==> config.mk <==
export PLATFORM = sky130hd
export DESIGN_NAME = duty_button_ctrl
export DESIGN_NICKNAME = d
export VERILOG_FILES = /design/src/rtl/duty_button_ctrl_pkg.sv /design/src/rtl/duty_button_ctrl_button_debounce.sv /design/src/rtl/duty_button_ctrl.sv
export SDC_FILE = /design/constraint.sdc
export NUM_CORES = 1
export LEC_CHECK = 0
export CAP_MARGIN = 5
export CELL_PAD_IN_SITES_DETAIL_PLACEMENT = 1
export CELL_PAD_IN_SITES_GLOBAL_PLACEMENT = 1
export CORE_MARGIN = 4
export CORE_UTILIZATION = 48
export DETAILED_ROUTE_END_ITERATION = 7
export GPL_TIMING_DRIVEN = 0
export PLACE_DENSITY_LB_ADDON = 0.3
export REMOVE_ABC_BUFFERS = 1
export SYNTH_ARGS = -nofsm -noshare
export SYNTH_HDL_FRONTEND = slang
export SYNTH_SLANG_ARGS = --single-unit
==> constraint.sdc <==
create_clock -name sysclk -period 2.9 [get_ports sysclk]
set_input_delay 0.58 -clock sysclk [delete_from_list [all_inputs] [get_ports sysclk]]
set_output_delay 0.58 -clock sysclk [all_outputs]
set_load 0.005 [all_outputs]
==> src/rtl/duty_button_ctrl_pkg.sv <==
// Shared constants, repeat FSM state type and the saturating axis update
// used by the duty button controller.
package duty_button_ctrl_pkg;

    localparam int DUTY_W  = 6;
    localparam int NUM_BTN = 4;

    localparam int UP    = 0;
    localparam int DOWN  = 1;
    localparam int LEFT  = 2;
    localparam int RIGHT = 3;

    typedef enum logic [1:0] {
        IDLE   = 2'd0,
        DELAY  = 2'd1,
        REPEAT = 2'd2
    } rpt_state_t;

    // One extra bit of headroom so neither 63+1 nor 0-1 can wrap.
    function automatic logic [DUTY_W-1:0] axis_next(
        input logic [DUTY_W-1:0] cur,
        input logic              inc,
        input logic              dec,
        input logic [DUTY_W-1:0] max_val
    );
        logic [DUTY_W:0] wide;
        logic [DUTY_W:0] one;
        one  = {{DUTY_W{1'b0}}, 1'b1};
        wide = {1'b0, cur};
        if (inc && !dec) begin
            wide = wide + one;
            if (wide > {1'b0, max_val}) begin
                wide = {1'b0, max_val};
            end
        end else if (dec && !inc) begin
            wide = wide - one;
            if (wide[DUTY_W]) begin
                wide = '0;
            end
        end
        return wide[DUTY_W-1:0];
    endfunction

endpackage

==> src/rtl/duty_button_ctrl_button_debounce.sv <==
// One push button: 2-FF synchronizer, debounce counter and auto-repeat FSM
// producing a registered one-cycle step pulse.
module button_debounce
    import duty_button_ctrl_pkg::*;
#(
    parameter int DEBOUNCE_CYCLES = 500000,
    parameter int REPEAT_DELAY    = 25000000,
    parameter int REPEAT_RATE     = 5000000
) (
    input  logic clk,
    input  logic rst_n,
    input  logic raw,
    output logic step
);

    localparam int TIMER_MAX = (REPEAT_DELAY > REPEAT_RATE) ? REPEAT_DELAY : REPEAT_RATE;
    localparam int DB_W      = $clog2(DEBOUNCE_CYCLES + 1);
    localparam int TM_W      = $clog2(TIMER_MAX + 1);

    localparam logic [DB_W-1:0] DB_LAST    = DB_W'(DEBOUNCE_CYCLES - 1);
    localparam logic [DB_W-1:0] DB_ONE     = DB_W'(1);
    localparam logic [TM_W-1:0] DELAY_LAST = TM_W'(REPEAT_DELAY - 1);
    localparam logic [TM_W-1:0] RATE_LAST  = TM_W'(REPEAT_RATE - 1);
    localparam logic [TM_W-1:0] TM_ONE     = TM_W'(1);

    logic            sync_a;
    logic            sync_b;
    logic            level;
    logic [DB_W-1:0] db_cnt;
    logic [TM_W-1:0] timer;
    rpt_state_t      state;

    always_ff @(posedge clk) begin
        if (!rst_n) begin
            sync_a <= 1'b0;
            sync_b <= 1'b0;
            level  <= 1'b0;
            db_cnt <= '0;
            timer  <= '0;
            state  <= IDLE;
            step   <= 1'b0;
        end else begin
            sync_a <= raw;
            sync_b <= sync_a;

            // The level only flips after DEBOUNCE_CYCLES consecutive disagreeing samples.
            if (sync_b == level) begin
                db_cnt <= '0;
            end else if (db_cnt == DB_LAST) begin
                level  <= sync_b;
                db_cnt <= '0;
            end else begin
                db_cnt <= db_cnt + DB_ONE;
            end

            step <= 1'b0;
            if (!level) begin
                state <= IDLE;
                timer <= '0;
            end else begin
                case (state)
                    IDLE: begin
                        step  <= 1'b1;
                        state <= DELAY;
                        timer <= '0;
                    end
                    DELAY: begin
                        if (timer == DELAY_LAST) begin
                            step  <= 1'b1;
                            state <= REPEAT;
                            timer <= '0;
                        end else begin
                            timer <= timer + TM_ONE;
                        end
                    end
                    REPEAT: begin
                        if (timer == RATE_LAST) begin
                            step  <= 1'b1;
                            timer <= '0;
                        end else begin
                            timer <= timer + TM_ONE;
                        end
                    end
                    default: begin
                        state <= IDLE;
                        timer <= '0;
                    end
                endcase
            end
        end
    end

endmodule

==> src/rtl/duty_button_ctrl.sv <==
// Four debounced auto-repeat buttons driving saturating X/Y duty registers
// and one-cycle step strobes for the record/playback RAM.
module duty_button_ctrl
    import duty_button_ctrl_pkg::*;
#(
    parameter int DEBOUNCE_CYCLES = 500000,
    parameter int REPEAT_DELAY    = 25000000,
    parameter int REPEAT_RATE     = 5000000,
    parameter int DUTY_INIT       = 32,
    parameter int DUTY_MAX        = 63
) (
    input  logic              sysclk,
    input  logic              Reset_n,
    input  logic              Bt_Up,
    input  logic              Bt_Down,
    input  logic              Bt_Left,
    input  logic              Bt_Right,
    output logic [DUTY_W-1:0] Duty_X,
    output logic [DUTY_W-1:0] Duty_Y,
    output logic              Step_Up,
    output logic              Step_Down,
    output logic              Step_Left,
    output logic              Step_Right,
    output logic              Any_Step
);

    localparam logic [DUTY_W-1:0] INIT_V = DUTY_W'(DUTY_INIT);
    localparam logic [DUTY_W-1:0] MAX_V  = DUTY_W'(DUTY_MAX);

    logic [NUM_BTN-1:0] raw;
    logic [NUM_BTN-1:0] step;
    logic               up_ok;
    logic               down_ok;
    logic               left_ok;
    logic               right_ok;

    assign raw[UP]    = Bt_Up;
    assign raw[DOWN]  = Bt_Down;
    assign raw[LEFT]  = Bt_Left;
    assign raw[RIGHT] = Bt_Right;

    for (genvar i = 0; i < NUM_BTN; i++) begin : g_btn
        button_debounce #(
            .DEBOUNCE_CYCLES(DEBOUNCE_CYCLES),
            .REPEAT_DELAY   (REPEAT_DELAY),
            .REPEAT_RATE    (REPEAT_RATE)
        ) u_btn (
            .clk  (sysclk),
            .rst_n(Reset_n),
            .raw  (raw[i]),
            .step (step[i])
        );
    end

    // Opposite steps on one axis cancel: no strobe and no duty change.
    assign up_ok    = step[UP]    & ~step[DOWN];
    assign down_ok  = step[DOWN]  & ~step[UP];
    assign right_ok = step[RIGHT] & ~step[LEFT];
    assign left_ok  = step[LEFT]  & ~step[RIGHT];

    always_ff @(posedge sysclk) begin
        if (!Reset_n) begin
            Duty_X     <= INIT_V;
            Duty_Y     <= INIT_V;
            Step_Up    <= 1'b0;
            Step_Down  <= 1'b0;
            Step_Left  <= 1'b0;
            Step_Right <= 1'b0;
            Any_Step   <= 1'b0;
        end else begin
            Duty_X     <= axis_next(Duty_X, right_ok, left_ok, MAX_V);
            Duty_Y     <= axis_next(Duty_Y, up_ok, down_ok, MAX_V);
            Step_Up    <= up_ok;
            Step_Down  <= down_ok;
            Step_Left  <= left_ok;
            Step_Right <= right_ok;
            Any_Step   <= up_ok | down_ok | left_ok | right_ok;
        end
    end

endmodule

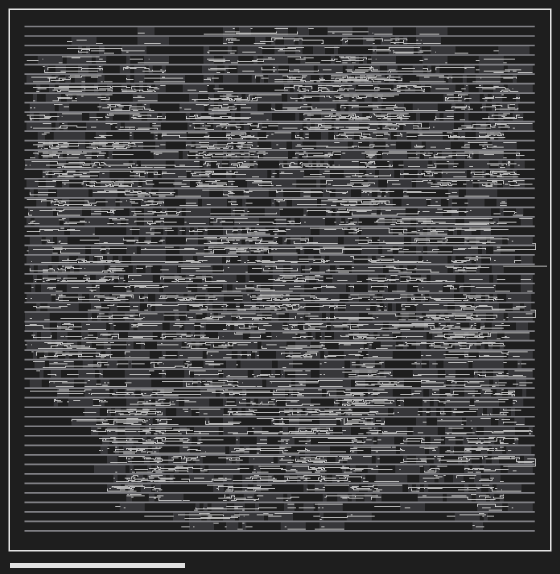
run_1/layer_met1.png
Bar = 50 um. Supply wires on this layer in gray. Cells faint in the background.
The layer carries 10800 um of wire. 1183 nets have wire on it.
met1 usage: 24.4%
Routed WL: 23.9 mm

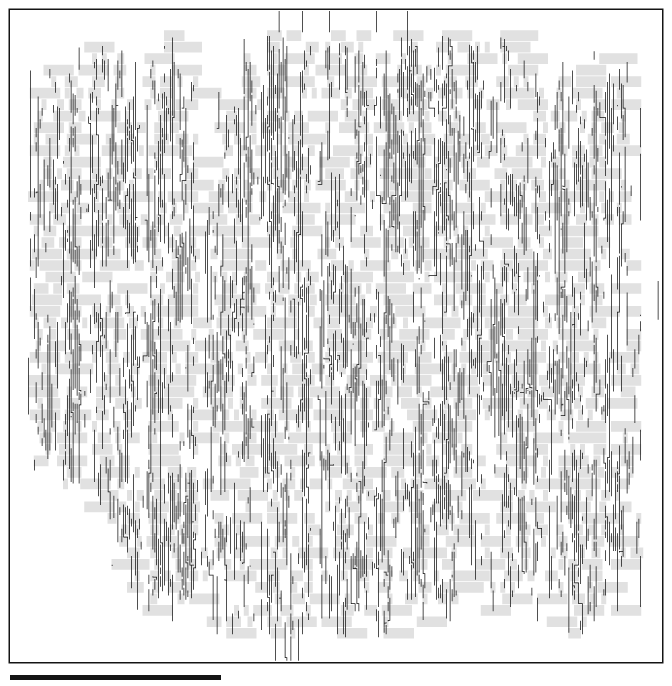
run_1/layer_met2.png
Bar = 50 um. Cells faint in the background.
The longest straight run is 60.0 um. The wires run mostly vertical.
met2 Use GR: 35.1%
Via Count: 8383

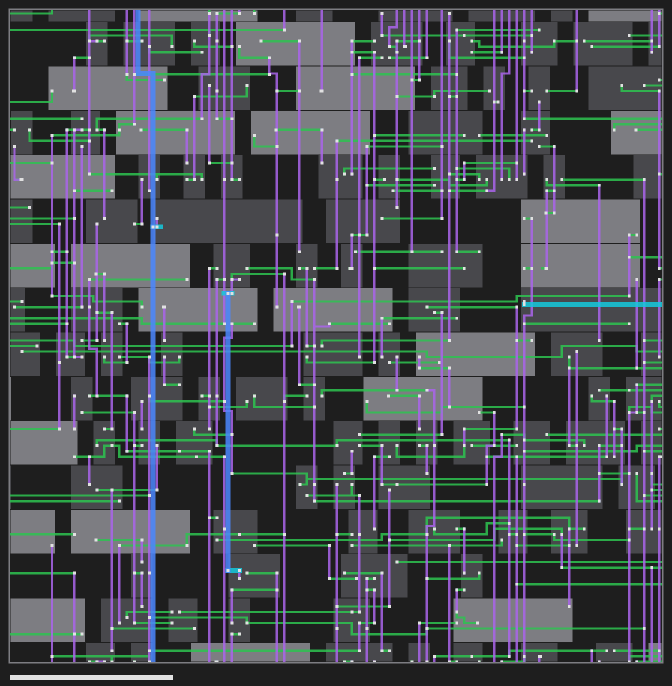
run_1/detail.png
Bar = 10 um. Region (57, 26) to (97, 66) um. Cells in gray, sequential cells in the stronger gray; small squares are vias.
metal 4: in blue. metal 3: in cyan. metal 1: in green. metal 2: in purple.
Netlist names of flops here include g_btn.u_btn.timer (13), g_btn.u_btn.state (2). Most frequent: dfxtp_1 (17), nor2_1 (17), xor2_1 (10). 96 logic cells have their middle in the window. Sequential cells in the window: 17.

## run 1: worst max-delay path by stage
stage | endpoint | cells after the start
after global placement | Duty_X[5]$_SDFFE_PN1P_ | 5
final | g_btn[3].u_btn.timer[10]$_SDFF_PN0_ | 5
after CTS | g_btn[1].u_btn.timer[21]$_SDFF_PN0_ | 5
after global routing | g_btn[3].u_btn.timer[22]$_SDFF_PN0_ | 5
after detailed placement | g_btn[1].u_btn.timer[19]$_SDFF_PN0_ | 6
after floorplan | g_btn[2].u_btn.timer[10]$_SDFF_PN0_ | 5
## run 1: critical path, delay by kind of cell, from the launching register on
kind	cells	cell delay (ns)
compound gates	1	0.52
flops	1	0.40
simple gates	4	1.52
## run 1: through the flow
step	std cells	setup WS, ns
finish	1510	0.308
global route	1510	0.161
CTS	1509	0.135
detailed placement	1466	0.0699
global placement	1465	-0.680
floorplan	1168	0.666
## run 1: cell type report
cell class / count / area, um2
Sequential cell: 217 / 4340
Tap cell: 275 / 344
Timing Repair Buffer: 24 / 253
Inverter: 43 / 161
Multi-Input combinational cell: 908 / 5620
Clock inverter: 3 / 18.8
Fill cell: 2495 / 9520
Clock buffer: 40 / 762
## run 1: state kept, by name, indices dropped and copies added, names as in the netlist
signal	count
g_btn.u_btn.sync_b	4
Any_Step	1
g_btn.u_btn.db_cnt	76
Step_Down	1
g_btn.u_btn.timer	100
Duty_X	6
g_btn.u_btn.step	4
Duty_Y	6
Step_Up	1
g_btn.u_btn.level	4
Step_Left	1
g_btn.u_btn.state	8
g_btn.u_btn.sync_a	4
Step_Right	1
## run 1: cells by family (layout without fill, tap and decap cells)
logic type,count (synthesis),after routing
buffers and inverters,79,110
XOR/XNOR,165,165
AND-OR/OR-AND,82,82
multiplexers,5,5
flip-flops,217,217
AND/OR/NAND/NOR,619,619
adder cells (fa/ha/maj),37,37
==> results_dict.tcl, run 1 <==
# metrics dict for downstream scripts
set metrics [dict create \
    status "complete, no violations" \
    worstSetupStartpointType "register" \
    p_clk_mw 2.97 \
    fp-row-count 53 \
    area_growth_pct 11.9 \
    worstPathArrival_ns 2.97 \
    postCtsSetupRepairBufs 0 \
    grt-ovfl-total 0 \
    hold_end "g_btn[2].u_btn.sync_b$_SDFF_PN0_" \
    synth_flops 217 \
    drv_slew 0 \
    netlist_instances 1204 \
    root_buffer "clkbuf_16" \
    seqPwrFrac_pct 49.8 \
    top_cell_area_share_pct 42.3 \
    cts_sinks 217 \
    ys_seq_share_pct 42.3 \
    cts_resized 0 \
    rsz0062_at_grt "false" \
    antenna-diode-count 0 \
    clock_path_buffers 3 \
    skew_ns 0.00996 \
    drive_gt1_share_pct 4.94 \
    top_cells_by_count "nor2_1 (226), dfxtp_1 (217), xor2_1 (105)" \
    p_int_mw 4.79 \
    finalCriticalPeriod_ns 2.59 \
    clkLatencyLatePin_ns 0.51 \
]
run_1/sizes.png
Bar = 50 um.
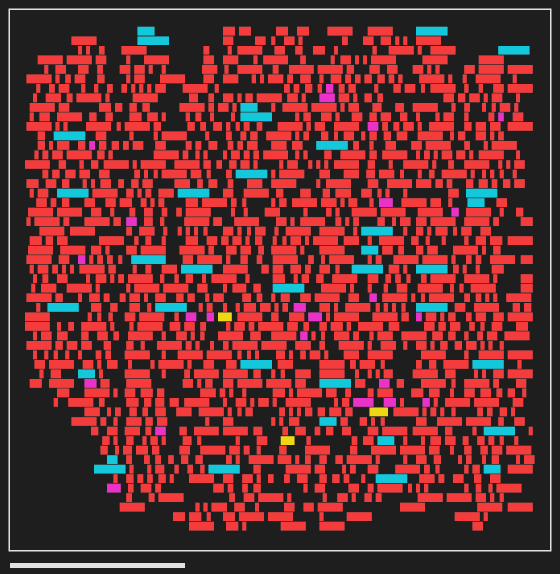

==> run 1 -> run 2 <==
--- a/config.mk
+++ b/config.mk
@@ -9,11 +9,12 @@
 export CELL_PAD_IN_SITES_DETAIL_PLACEMENT = 1
 export CELL_PAD_IN_SITES_GLOBAL_PLACEMENT = 1
 export CORE_MARGIN = 4
-export CORE_UTILIZATION = 48
+export CORE_UTILIZATION = 43
 export DETAILED_ROUTE_END_ITERATION = 7
 export GPL_TIMING_DRIVEN = 0
 export PLACE_DENSITY_LB_ADDON = 0.3
 export REMOVE_ABC_BUFFERS = 1
+export SLEW_MARGIN = 20
 export SYNTH_ARGS = -nofsm -noshare
 export SYNTH_HDL_FRONTEND = slang
 export SYNTH_SLANG_ARGS = --single-unit
==> constraint.sdc (replaced) <==
create_clock -name sysclk -period 2.33 [get_ports sysclk]
set_input_delay 0.466 -clock sysclk [delete_from_list [all_inputs] [get_ports sysclk]]
set_output_delay 0.466 -clock sysclk [all_outputs]
set_load 0.005 [all_outputs]
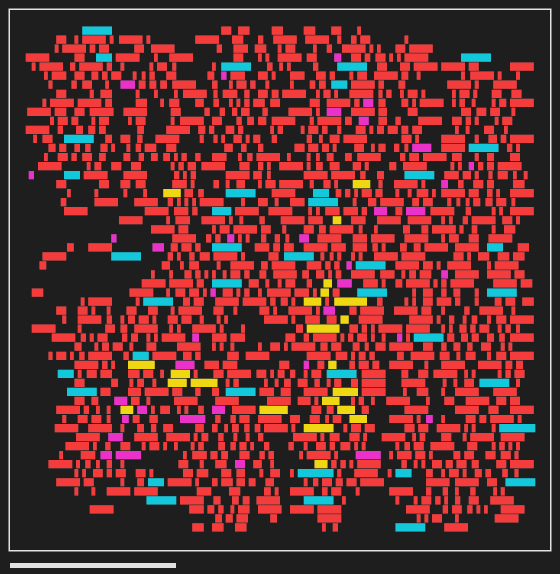
run_2/sizes.png
Bar = 50 um.
_2 cells: in magenta, cells 36. _0 and _1 cells: in red, cells 1153. _3 and _4 cells: in yellow, cells 22. _6 and larger: in cyan, cells 38.
Final Instance Area: 0.0119 mm2
final setup margin: 0.0156 ns
area grow syn2layout: 16.0%
Non-Clock Buffer Count: 27

==> run 2 against run 1 <==
Effect of this change: fmax rose by 12%; critical endpoint is now g_btn[2].u_btn.timer[20]$_SDFF_PN0_; highest routed layer unchanged; largest cell class unchanged; via count rose by 0.67%; synthesized cell count is the same; count of clock-buffer cells in the layout shrank 3.
==> results_dict.tcl, run 2 <==
# metrics dict for downstream scripts
set metrics [dict create \
    status "complete, no violations" \
    top_regs "g_btn.u_btn.timer: 100 flops, g_btn.u_btn.db_cnt: 76 flops, g_btn.u_btn.state: 8 flops" \
    ys_seq_share_pct 42.3 \
    grt_max_degree 36 \
    clock_path_buffers 3 \
    fp-row-count 56 \
    largest_reg_flops 100 \
    crit_family "simple AND/OR/NAND/NOR gates" \
    worstSetupStartpointType "register" \
    finalCriticalPeriod_ns 2.31 \
    antenna-diode-count 0 \
    pre_cts_ws_ns -0.303 \
    netlist_instances 1204 \
    largest-register "g_btn.u_btn.timer" \
    cp_num_buf_inv 1 \
    p_int_mw 6.28 \
    worstPathArrival_ns 2.73 \
    cts_sinks 217 \
    seqPwrFrac_pct 47.0 \
    use_met1_pct 22.9 \
    drv_slew 0 \
    drive_gt1_share_pct 7.69 \
    top_cells_by_count "nor2_1 (226), dfxtp_1 (217), xor2_1 (105)" \
    dp_cells 1509 \
    layout.cells.non_filler 1568 \
    fillers 2750 \
    grt-ovfl-total 0 \
    root_buffer "clkbuf_16" \
    wl_mm 24.7 \
    skew_ns 0.0179 \
    synth_area_leader_cell "dfxtp_1" \
]
[run 2: cell types whose count changed in the layout (fill, tap and decap cells not counted), moves of 3 or more]
cell	previous run	this run
nor4_1	16	12
nor4_2	1	4
dfxtp_2	0	3
dfxtp_1	217	213
clkinv_2	2	7
buf_4	0	5
clkbuf_1	7	2
a21o_4	1	6
o41ai_1	4	0
[run 2: layout make-up]
class                           count  area, um2  area share (%)
Sequential cell                   217       4350            36.5
Multi-Input combinational cell    915       5860            49.2
Tap cell                          319        399            3.35
Inverter                           43        161            1.35
Clock inverter                     10        111           0.934
Timing Repair Buffer               27        253            2.12
Clock buffer                       37        782            6.56
[run 2: cell families (layout without fill, tap and decap cells)]
logic type,after synthesis,count (layout),synth area share (%)
multiplexers,5,5,0.487
AND-OR/OR-AND,82,89,5.66
flip-flops,217,217,42.3
XOR/XNOR,165,165,14.1
buffers and inverters,79,117,3.14
AND/OR/NAND/NOR,619,619,29.9
adder cells (fa/ha/maj),37,37,4.48
[run 2: worst paths after layout]
check | to | startpoint | depth (start not counted)
setup / recovery | g_btn[2].u_btn.timer[20]$_SDFF_PN0_ | g_btn[2].u_btn.timer[14]$_SDFF_PN0_ | 6
hold / removal | g_btn[0].u_btn.sync_b$_SDFF_PN0_ | g_btn[0].u_btn.sync_a$_SDFF_PN0_ | 1
setup reg to reg | g_btn[2].u_btn.timer[20]$_SDFF_PN0_ | g_btn[2].u_btn.timer[14]$_SDFF_PN0_ | 6
hold reg to reg | g_btn[0].u_btn.sync_b$_SDFF_PN0_ | g_btn[0].u_btn.sync_a$_SDFF_PN0_ | 1
[run 2: what timing repair did]
item,in CTS,in global routing
endpoints found under the setup margin,102,74
cloned,3,4
pin swaps,5,5
setup buffers,2,3
gates resized,16,16
